<file path="src/rtl/mem_lsu.sv">
// MEM-stage load/store initiator for a word-only, big-endian memory port.
// Adds byte/halfword loads with extension, read-modify-write sub-word stores and misalignment flagging.
module mem_lsu #(
    parameter int XLEN            = 32,
    parameter int PART_ADDR_WIDTH = 12
) (
    input  logic            clk_i,
    input  logic            rst_n_i,
    input  logic            req_valid_i,
    output logic            req_ready_o,
    input  logic            req_store_i,
    input  logic [2:0]      req_funct3_i,
    input  logic [XLEN-1:0] req_addr_i,
    input  logic [XLEN-1:0] req_wdata_i,
    output logic            resp_valid_o,
    output logic [XLEN-1:0] resp_data_o,
    output logic            resp_err_o,
    output logic [XLEN-1:0] ram_addr_o,
    output logic [XLEN-1:0] ram_data_o,
    output logic            mem_we_o,
    input  logic [XLEN-1:0] ram_data_i
);

    typedef enum logic [1:0] {
        ST_IDLE  = 2'd0,
        ST_WRITE = 2'd1,
        ST_DONE  = 2'd2
    } state_e;

    state_e            state_q, state_d;
    logic              store_q;
    logic [2:0]        funct3_q;
    logic [XLEN-1:0]   addr_q;
    logic [XLEN-1:0]   old_q;
    logic [XLEN-1:0]   wr_data_q;
    logic              err_q;
    logic              accept_s;
    logic              err_s;

    // The memory only decodes the low address bits; the full address is forwarded untouched.
    if (PART_ADDR_WIDTH > XLEN) begin : g_part_addr_unused
    end

    function automatic logic access_err(input logic store, input logic [2:0] f3, input logic [1:0] off);
        logic e;
        case (f3)
            3'b000:  e = 1'b0;
            3'b001:  e = off[0];
            3'b010:  e = (off != 2'b00);
            3'b100:  e = store;
            3'b101:  e = store | off[0];
            default: e = 1'b1;
        endcase
        return e;
    endfunction

    function automatic logic [XLEN-1:0] merge_word(input logic [XLEN-1:0] old, input logic [XLEN-1:0] wd,
                                                   input logic [2:0] f3, input logic [1:0] off);
        logic [XLEN-1:0] m;
        m = old;
        case (f3[1:0])
            2'b00: begin
                case (off)
                    2'b00:   m[31:24] = wd[7:0];
                    2'b01:   m[23:16] = wd[7:0];
                    2'b10:   m[15:8]  = wd[7:0];
                    default: m[7:0]   = wd[7:0];
                endcase
            end
            2'b01: begin
                if (off[1]) begin
                    m[15:0] = wd[15:0];
                end else begin
                    m[31:16] = wd[15:0];
                end
            end
            2'b10:   m = wd;
            default: m = old;
        endcase
        return m;
    endfunction

    function automatic logic [XLEN-1:0] load_extract(input logic [XLEN-1:0] w, input logic [2:0] f3,
                                                     input logic [1:0] off);
        logic [7:0]      b;
        logic [15:0]     h;
        logic [XLEN-1:0] r;
        case (off)
            2'b00:   b = w[31:24];
            2'b01:   b = w[23:16];
            2'b10:   b = w[15:8];
            default: b = w[7:0];
        endcase
        h = off[1] ? w[15:0] : w[31:16];
        case (f3)
            3'b000:  r = {{24{b[7]}}, b};
            3'b001:  r = {{16{h[15]}}, h};
            3'b010:  r = w;
            3'b100:  r = {24'd0, b};
            3'b101:  r = {16'd0, h};
            default: r = {XLEN{1'b0}};
        endcase
        return r;
    endfunction

    assign req_ready_o = (state_q == ST_IDLE) && rst_n_i;
    assign accept_s    = req_valid_i && req_ready_o;
    assign err_s       = access_err(req_store_i, req_funct3_i, req_addr_i[1:0]);

    // State register.
    always_ff @(posedge clk_i) begin
        if (!rst_n_i) begin
            state_q <= ST_IDLE;
        end else begin
            state_q <= state_d;
        end
    end

    // Next-state logic.
    always_comb begin
        state_d = state_q;
        case (state_q)
            ST_IDLE: begin
                if (accept_s) begin
                    if (err_s || !req_store_i) begin
                        state_d = ST_DONE;
                    end else begin
                        state_d = ST_WRITE;
                    end
                end else begin
                    state_d = ST_IDLE;
                end
            end
            ST_WRITE: state_d = ST_DONE;
            ST_DONE:  state_d = ST_IDLE;
            default:  state_d = ST_IDLE;
        endcase
    end

    // Request capture; the merged store word is formed at accept so ram_data_o is a plain register.
    always_ff @(posedge clk_i) begin
        if (!rst_n_i) begin
            store_q   <= 1'b0;
            funct3_q  <= 3'b000;
            addr_q    <= {XLEN{1'b0}};
            old_q     <= {XLEN{1'b0}};
            wr_data_q <= {XLEN{1'b0}};
            err_q     <= 1'b0;
        end else if (accept_s) begin
            store_q  <= req_store_i;
            funct3_q <= req_funct3_i;
            addr_q   <= req_addr_i;
            old_q    <= ram_data_i;
            err_q    <= err_s;
            if (req_store_i && !err_s) begin
                wr_data_q <= merge_word(ram_data_i, req_wdata_i, req_funct3_i, req_addr_i[1:0]);
            end else begin
                wr_data_q <= wr_data_q;
            end
        end else begin
            store_q   <= store_q;
            funct3_q  <= funct3_q;
            addr_q    <= addr_q;
            old_q     <= old_q;
            wr_data_q <= wr_data_q;
            err_q     <= err_q;
        end
    end

    assign ram_data_o = wr_data_q;

    // Output decode; write enable and response are gated by reset so an interrupted access has no effect.
    always_comb begin
        ram_addr_o   = req_addr_i;
        mem_we_o     = 1'b0;
        resp_valid_o = 1'b0;
        resp_err_o   = 1'b0;
        resp_data_o  = {XLEN{1'b0}};
        case (state_q)
            ST_IDLE: begin
                ram_addr_o = req_addr_i;
            end
            ST_WRITE: begin
                ram_addr_o = addr_q;
                mem_we_o   = rst_n_i;
            end
            ST_DONE: begin
                ram_addr_o   = addr_q;
                resp_valid_o = rst_n_i;
                resp_err_o   = err_q && rst_n_i;
                if (store_q || err_q || !rst_n_i) begin
                    resp_data_o = {XLEN{1'b0}};
                end else begin
                    resp_data_o = load_extract(old_q, funct3_q, addr_q[1:0]);
                end
            end
            default: begin
                ram_addr_o = req_addr_i;
            end
        endcase
    end

endmodule
</file>
<file path="config.mk">
export PLATFORM = sky130hd
export DESIGN_NAME = mem_lsu
export DESIGN_NICKNAME = d
export VERILOG_FILES = /design/src/rtl/mem_lsu.sv
export SDC_FILE = /design/constraint.sdc
export NUM_CORES = 1
export LEC_CHECK = 0
export ABC_AREA = 1
export ABC_CLOCK_PERIOD_IN_PS = 1400
export CORE_MARGIN = 4
export CORE_UTILIZATION = 40
export CTS_BUF_LIST = sky130_fd_sc_hd__clkbuf_8
export CTS_CLUSTER_SIZE = 8
export DETAILED_ROUTE_END_ITERATION = 12
export GPL_TIMING_DRIVEN = 0
export PLACE_DENSITY = 0.74
export SYNTH_ARGS = -nofsm -noshare
export SYNTH_HDL_FRONTEND = slang
export SYNTH_SLANG_ARGS = --single-unit
</file>
<file path="constraint.sdc">
create_clock -name clk_i -period 1.4 [get_ports clk_i]
set_clock_uncertainty 0.1 [all_clocks]
set_input_delay 0.14 -clock clk_i [delete_from_list [all_inputs] [get_ports clk_i]]
set_output_delay 0.14 -clock clk_i [all_outputs]
set_load 0.01 [all_outputs]
</file>
Figure 1. Drive-strength map (run 1).
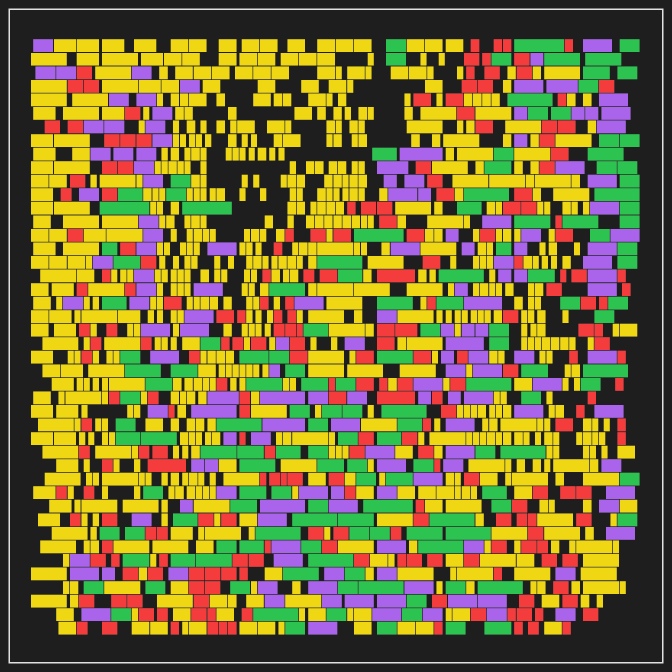
size	colour	cells
_2 cells	red	228
_6 and larger	green	145
_3 and _4 cells	purple	147
_0 and _1 cells	yellow	780

Figure 2. Routed metal per tile (run 1).
26 x 26 tiles, from dark blue (low) to red (high), scaled to the fullest tile. Values are wire area over tile area, all layers added.
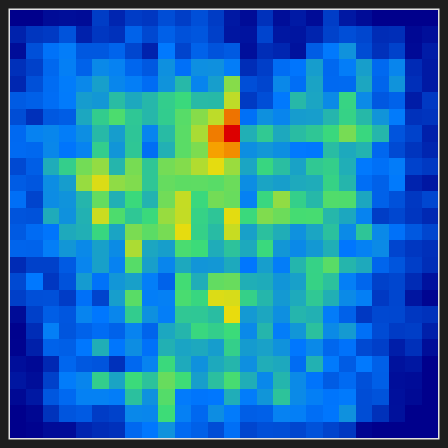
mean over tiles	0.31
densest ninth of the die	centre
emptiest ninth of the die	lower right
nearly empty tiles	3.8%
via count: 8356
total track usage: 32.0%
Routed wire per std cell: 20.8 um
final wirelength: 30.8 mm

Figure 3. Sequential cells grouped by signal name (run 1).
Bar = 50 um.
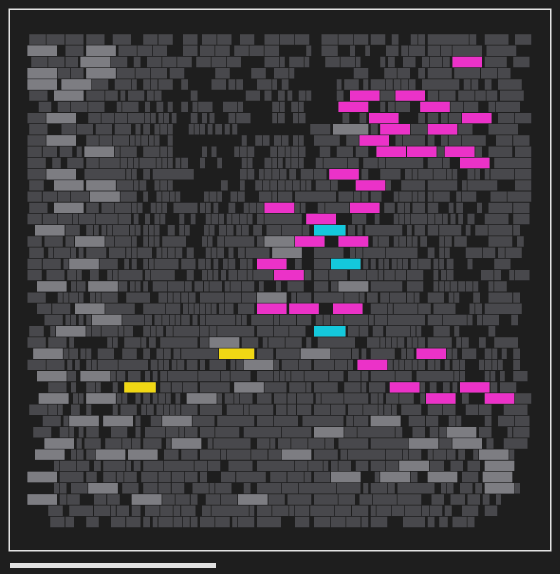
signal	colour	sequential cells
old_q	magenta	32
funct3_q	cyan	3
state_q	yellow	2
not coloured	66
final core utilization: 80.5%
fraction of area in registers: 17.6%
register area: 0.00207 sq mm
power of the sequential group: 3260 uW

Figure 4. Placed standard cells (run 1).
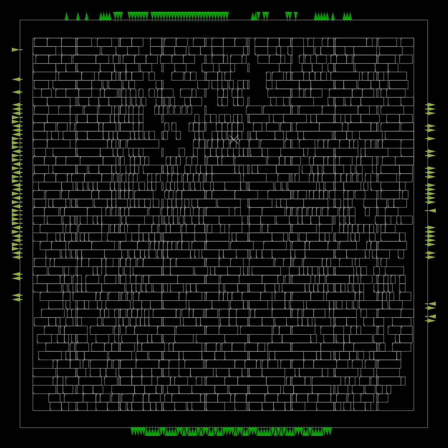
Cell Count, Final, Fillers Out: 1484
Flop Count: 103
Fillers: 918

==> run summary, run 1 <==
Slew headroom - 38.0%
nets - 1401
DRC viols - 1
fraction of registers with async set/reset - 0%
final hold violations - 0
Yosys top cell by area - dfxtp_1
setup violators final - 171
Leakage Power - 0.00547 uW
antenna fix cells - 0
slack of the critical path - -0.822 ns
Fmax - 0.450 GHz
Critical Path Sink - ram_addr_o[6]
Syn. warnings - 0
I/O Buffers - 202
vias in the first global route - 7718
Max FO, Critical Path - 7
crit path cell chain - inv_2 > buf_6 > ha_4 > buf_8 > buf_8 > buf_6 > nor2_2 > a21oi_2 > buf_2
failing checks - DRC, setup timing
overflow left after global routing - 0
commonest cells in the netlist - nand2_1 (243), a21oi_1 (141), inv_1 (122), o21ai_0 (109), dfxtp_1 (103)
synth-to-layout area growth - 95.0%
synthesized area per cell - 6.03 sq um
reg2reg start - state_q[0]
CTS tree - done
root buf cell - clkbuf_8
Setup CP Type - reg2out
count of library flops with an enable pin - 0
Crit path max-delay family - buffers and inverters
max cap viols - 0
cell count after synthesis - 1002
worst setup path start - state_q[0]
initial antenna violation count - 0
clock buffer depth - 2
mapped cell area - 0.00604 sq mm
CP arrival - 1.98 ns
vertical die size - 131 um
status - finished with violations
reg2reg path depth - 12
-- run 1: metal layers --
layer | track usage, % | vias up | part of all wire, %
met5 | 0 | - | 0
met4 | 14.8 | 0 | 5.8
met3 | 6.18 | 145 | 8.2
met2 | 52.1 | 509 | 49
met1 | 40.9 | 3874 | 37
li1 | - | 3828 | -
-- run 1: worst min-delay path by stage --
stage / start / end / slack [ns] / cells past startpoint
floorplan: ram_data_i[10] / old_q[10] / 0.21 / 2
global placement: addr_q[10] / addr_q[10] / 0.34 / 2
detailed placement: addr_q[10] / addr_q[10] / 0.35 / 2
CTS: ram_data_i[23] / old_q[23] / 0.24 / 3
global route: ram_data_i[22] / old_q[22] / 0.27 / 3
finish: ram_data_i[23] / old_q[23] / 0.24 / 3
-- run 1: cell families (layout without fill, tap and decap cells) --
group | count (synthesis) | in the layout | synth area share [%]
flip-flops | 103 | 103 | 34.1
AND-OR/OR-AND | 255 | 255 | 21.2
adder cells (fa/ha/maj) | 3 | 3 | 0.621
buffers and inverters | 193 | 491 | 12.8
AND/OR/NAND/NOR | 448 | 448 | 31.3
-- run 1: area by class of cell --
type / instances / area, sq um / area share (%)
Multi-Input combinational cell: 706 / 4900 / 41.6
Timing Repair Buffer: 287 / 3210 / 27.2
Sequential cell: 103 / 2070 / 17.6
Buffer: 61 / 701 / 5.95
Inverter: 127 / 497 / 4.21
Tap cell: 184 / 230 / 1.95
Clock buffer: 10 / 138 / 1.17
Clock inverter: 6 / 36.3 / 0.308
-- run 1: repair_timing --
action	CTS	global route
pin swaps	36	57
resized	525	330
gates cloned	23	4
setup endpoints to repair	203	203
buffers inserted	47	22
-- run 1: cell usage in the layout (no fill, tap or decap), drive strengths merged, types with 3 or more instances in the layout --
cell type        n
dlymetal6s2s    32
nand3           90
clkinv           3
nor3            23
nand2          245
dfxtp          103
buf            174
o21ai          112
clkbuf          50
a21oi          141
nor2            88
ha               3
inv            128
clkdlybuf4s50  101
-- run 1: registers in the layout, indices dropped and copies added, names as in the netlist --
name / cells
state_q: 2
addr_q: 32
old_q: 32
ram_data_o: 32
err_q: 1
funct3_q: 3
store_q: 1
-- run 1: power breakdown --
part           leakage [uW]  internal [uW]  switching, uW
Sequential         0.000847           3110            151
Clock             0.0000913            687           1110
Combinational       0.00453           1680           1950
Total               0.00547           5480           3210
-- run 1: worst min-delay path, delay by kind of cell --
family,cells,cell delay [ns]
buf+inv,2,0.48
compound gates,1,0.07
-- run 1: through the flow --
step / hold WS (ns) / utilization [%] / area [sq um] / TNS [ns] / cells
2_1_floorplan: 0.206 / - / 6820 / -10.38 / 1002
3_3_place_gp: 0.342 / 62.0 / 9070 / -117.78 / 1388
3_5_place_dp: 0.353 / 62.0 / 9070 / -120.33 / 1388
4_1_cts: 0.243 / 73.4 / 10800 / -86.00 / 1474
5_1_grt: 0.273 / 80.5 / 11800 / -98.42 / 1484
6_report: 0.237 / 80.5 / 11800 / -92.66 / 1484
Figure 5. Clock distribution (run 1).
Bar = 50 um.
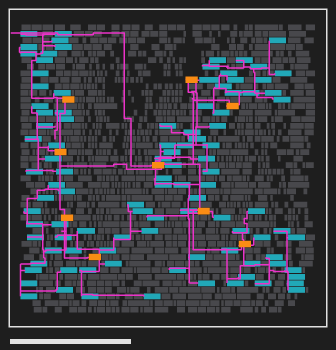

## Run 2: what changed since run 1
--- a/config.mk
+++ b/config.mk
@@ -8,12 +8,11 @@
 export ABC_AREA = 1
 export ABC_CLOCK_PERIOD_IN_PS = 1400
 export CORE_MARGIN = 4
-export CORE_UTILIZATION = 40
+export CORE_UTILIZATION = 30
 export CTS_BUF_LIST = sky130_fd_sc_hd__clkbuf_8
 export CTS_CLUSTER_SIZE = 8
 export DETAILED_ROUTE_END_ITERATION = 12
 export GPL_TIMING_DRIVEN = 0
-export PLACE_DENSITY = 0.74
 export SYNTH_ARGS = -nofsm -noshare
 export SYNTH_HDL_FRONTEND = slang
 export SYNTH_SLANG_ARGS = --single-unit
Figure 6. Clock distribution (run 2).
Bar = 50 um.
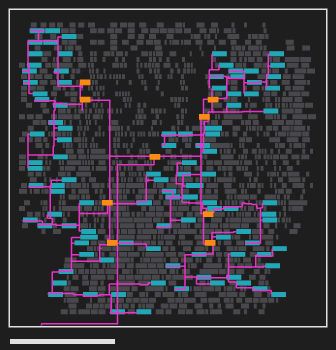
[clock drivers] orange | count: 9
[clock wires] magenta | length: 1400 um
[flip-flops] cyan | count: 103
flops lie	all over the die
clock power share: 20.7%
Skew-Pair Late Insertion Delay: 0.38 ns
Power Clock: 1780 uW

==> run summary, run 2 <==
synthesized area per cell - 6.03 sq um (unchanged)
vertical die size - 150 um (+15%)
status - finished with violations
total track usage - 24.4% (-7.5 points)
setup violators final - 171 (unchanged)
Fmax - 0.470 GHz (+4.5%)
clock buffer depth - 2 (unchanged)
slack of the critical path - -0.727 ns (+0.0952 ns)
worst hold start - req_funct3_i[0]
synth-to-layout area growth - 94.8% (about the same)
count of library flops with an enable pin - 0 (unchanged)
root buf cell - clkbuf_8
hold path cells - 3 (unchanged)
Slew headroom - 40.3% (+2.2 points)
initial antenna violation count - 0 (unchanged)
via count - 7819 (-6.4%)
CP arrival - 1.89 ns (-0.09 ns)
mapped cell area - 0.00604 sq mm (unchanged)
reg2reg start - state_q[0]
vias in the first global route - 7533 (-2.4%)
antenna fix cells - 0 (unchanged)
overflow left after global routing - 0 (unchanged)
failing checks - setup timing
-- run 2: cell counts after synthesis --
No cell type changed its count.
-- run 2: final cells by class --
class / count / area [sq um]
clock inverters: 6 / 36.3
fillers: 1793 / 7880
inverters: 127 / 494
repair buffers: 294 / 3070
plain buffers: 61 / 747
clock buffers: 10 / 138
flip-flops and latches: 103 / 2080
multi-input cells: 706 / 4880
well taps: 265 / 332
-- run 2: worst max-delay path by stage --
stage	slack, ns	endpoint	from
after floorplan	-0.13	resp_data_o[23]	addr_q[1]
after global placement	-1.25	mem_we_o	rst_n_i
after detailed placement	-1.28	mem_we_o	rst_n_i
after CTS	-0.88	resp_data_o[24]	addr_q[1]
after global routing	-0.81	resp_data_o[24]	addr_q[1]
final	-0.73	resp_data_o[0]	state_q[0]
-- run 2: what timing repair did --
action,in CTS,in global routing
buffers inserted,55,22
endpoints found under the setup margin,203,171
cloned,18,5
resized,619,264
pin swaps,28,78
-- run 2: kinds of logic (layout without fill, tap and decap cells) --
kind of cell | after synthesis | count (layout) | share of synthesized area, %
compound gates | 255 | 255 | 21.2
buf+inv | 193 | 498 | 12.8
fa+ha+maj | 3 | 3 | 0.621
flops | 103 | 103 | 34.1
simple gates | 448 | 448 | 31.3
-- run 2: per-stage QoR --
stage | hold WS (ns) | worst slack (ns) | instances | utilization, % | setup TNS (ns)
6_report | 0.0699 | -0.727 | 1572 | 59.9 | -70.78
5_1_grt | 0.109 | -0.807 | 1572 | 59.9 | -82.80
3_5_place_dp | 0.356 | -1.28 | 1469 | 46.7 | -129.20
2_1_floorplan | 0.206 | -0.130 | 1002 | - | -10.38
3_3_place_gp | 0.340 | -1.25 | 1469 | 46.7 | -127.44
4_1_cts | 0.258 | -0.877 | 1558 | 54.9 | -73.61
-- run 2: power groups by stage --
stage	clock [uW]	combinational (uW)	sequential [uW]
2_1_floorplan	0	1470	3260
4_1_cts	1820	3210	3230
3_5_place_dp	0	2530	3290
3_3_place_gp	0	2530	3280
6_report	1780	3580	3250
5_1_grt	1950	3810	3270
-- run 2: worst max-delay path, cell delays in order (launching register included) --
cell and delay (ns):
dfxtp_4 0.38, inv_4 0.07, ha_4 0.13, nand2_4 0.05
inv_2 0.07, nand4_1 0.10, buf_6 0.18, nor3_1 0.21
dlygate4sd2_1 0.30
-- run 2: metal layers --
layer  up-vias  wire (um)  GRT usage [%]
met5         -          0              0
met4         0        756           7.82
met3        46       1230           3.18
met2       210      14800           41.2
li1       3846          -              -
met1      3717      12600           32.4
No activity file was given, so power comes from the tool's default toggle rates.
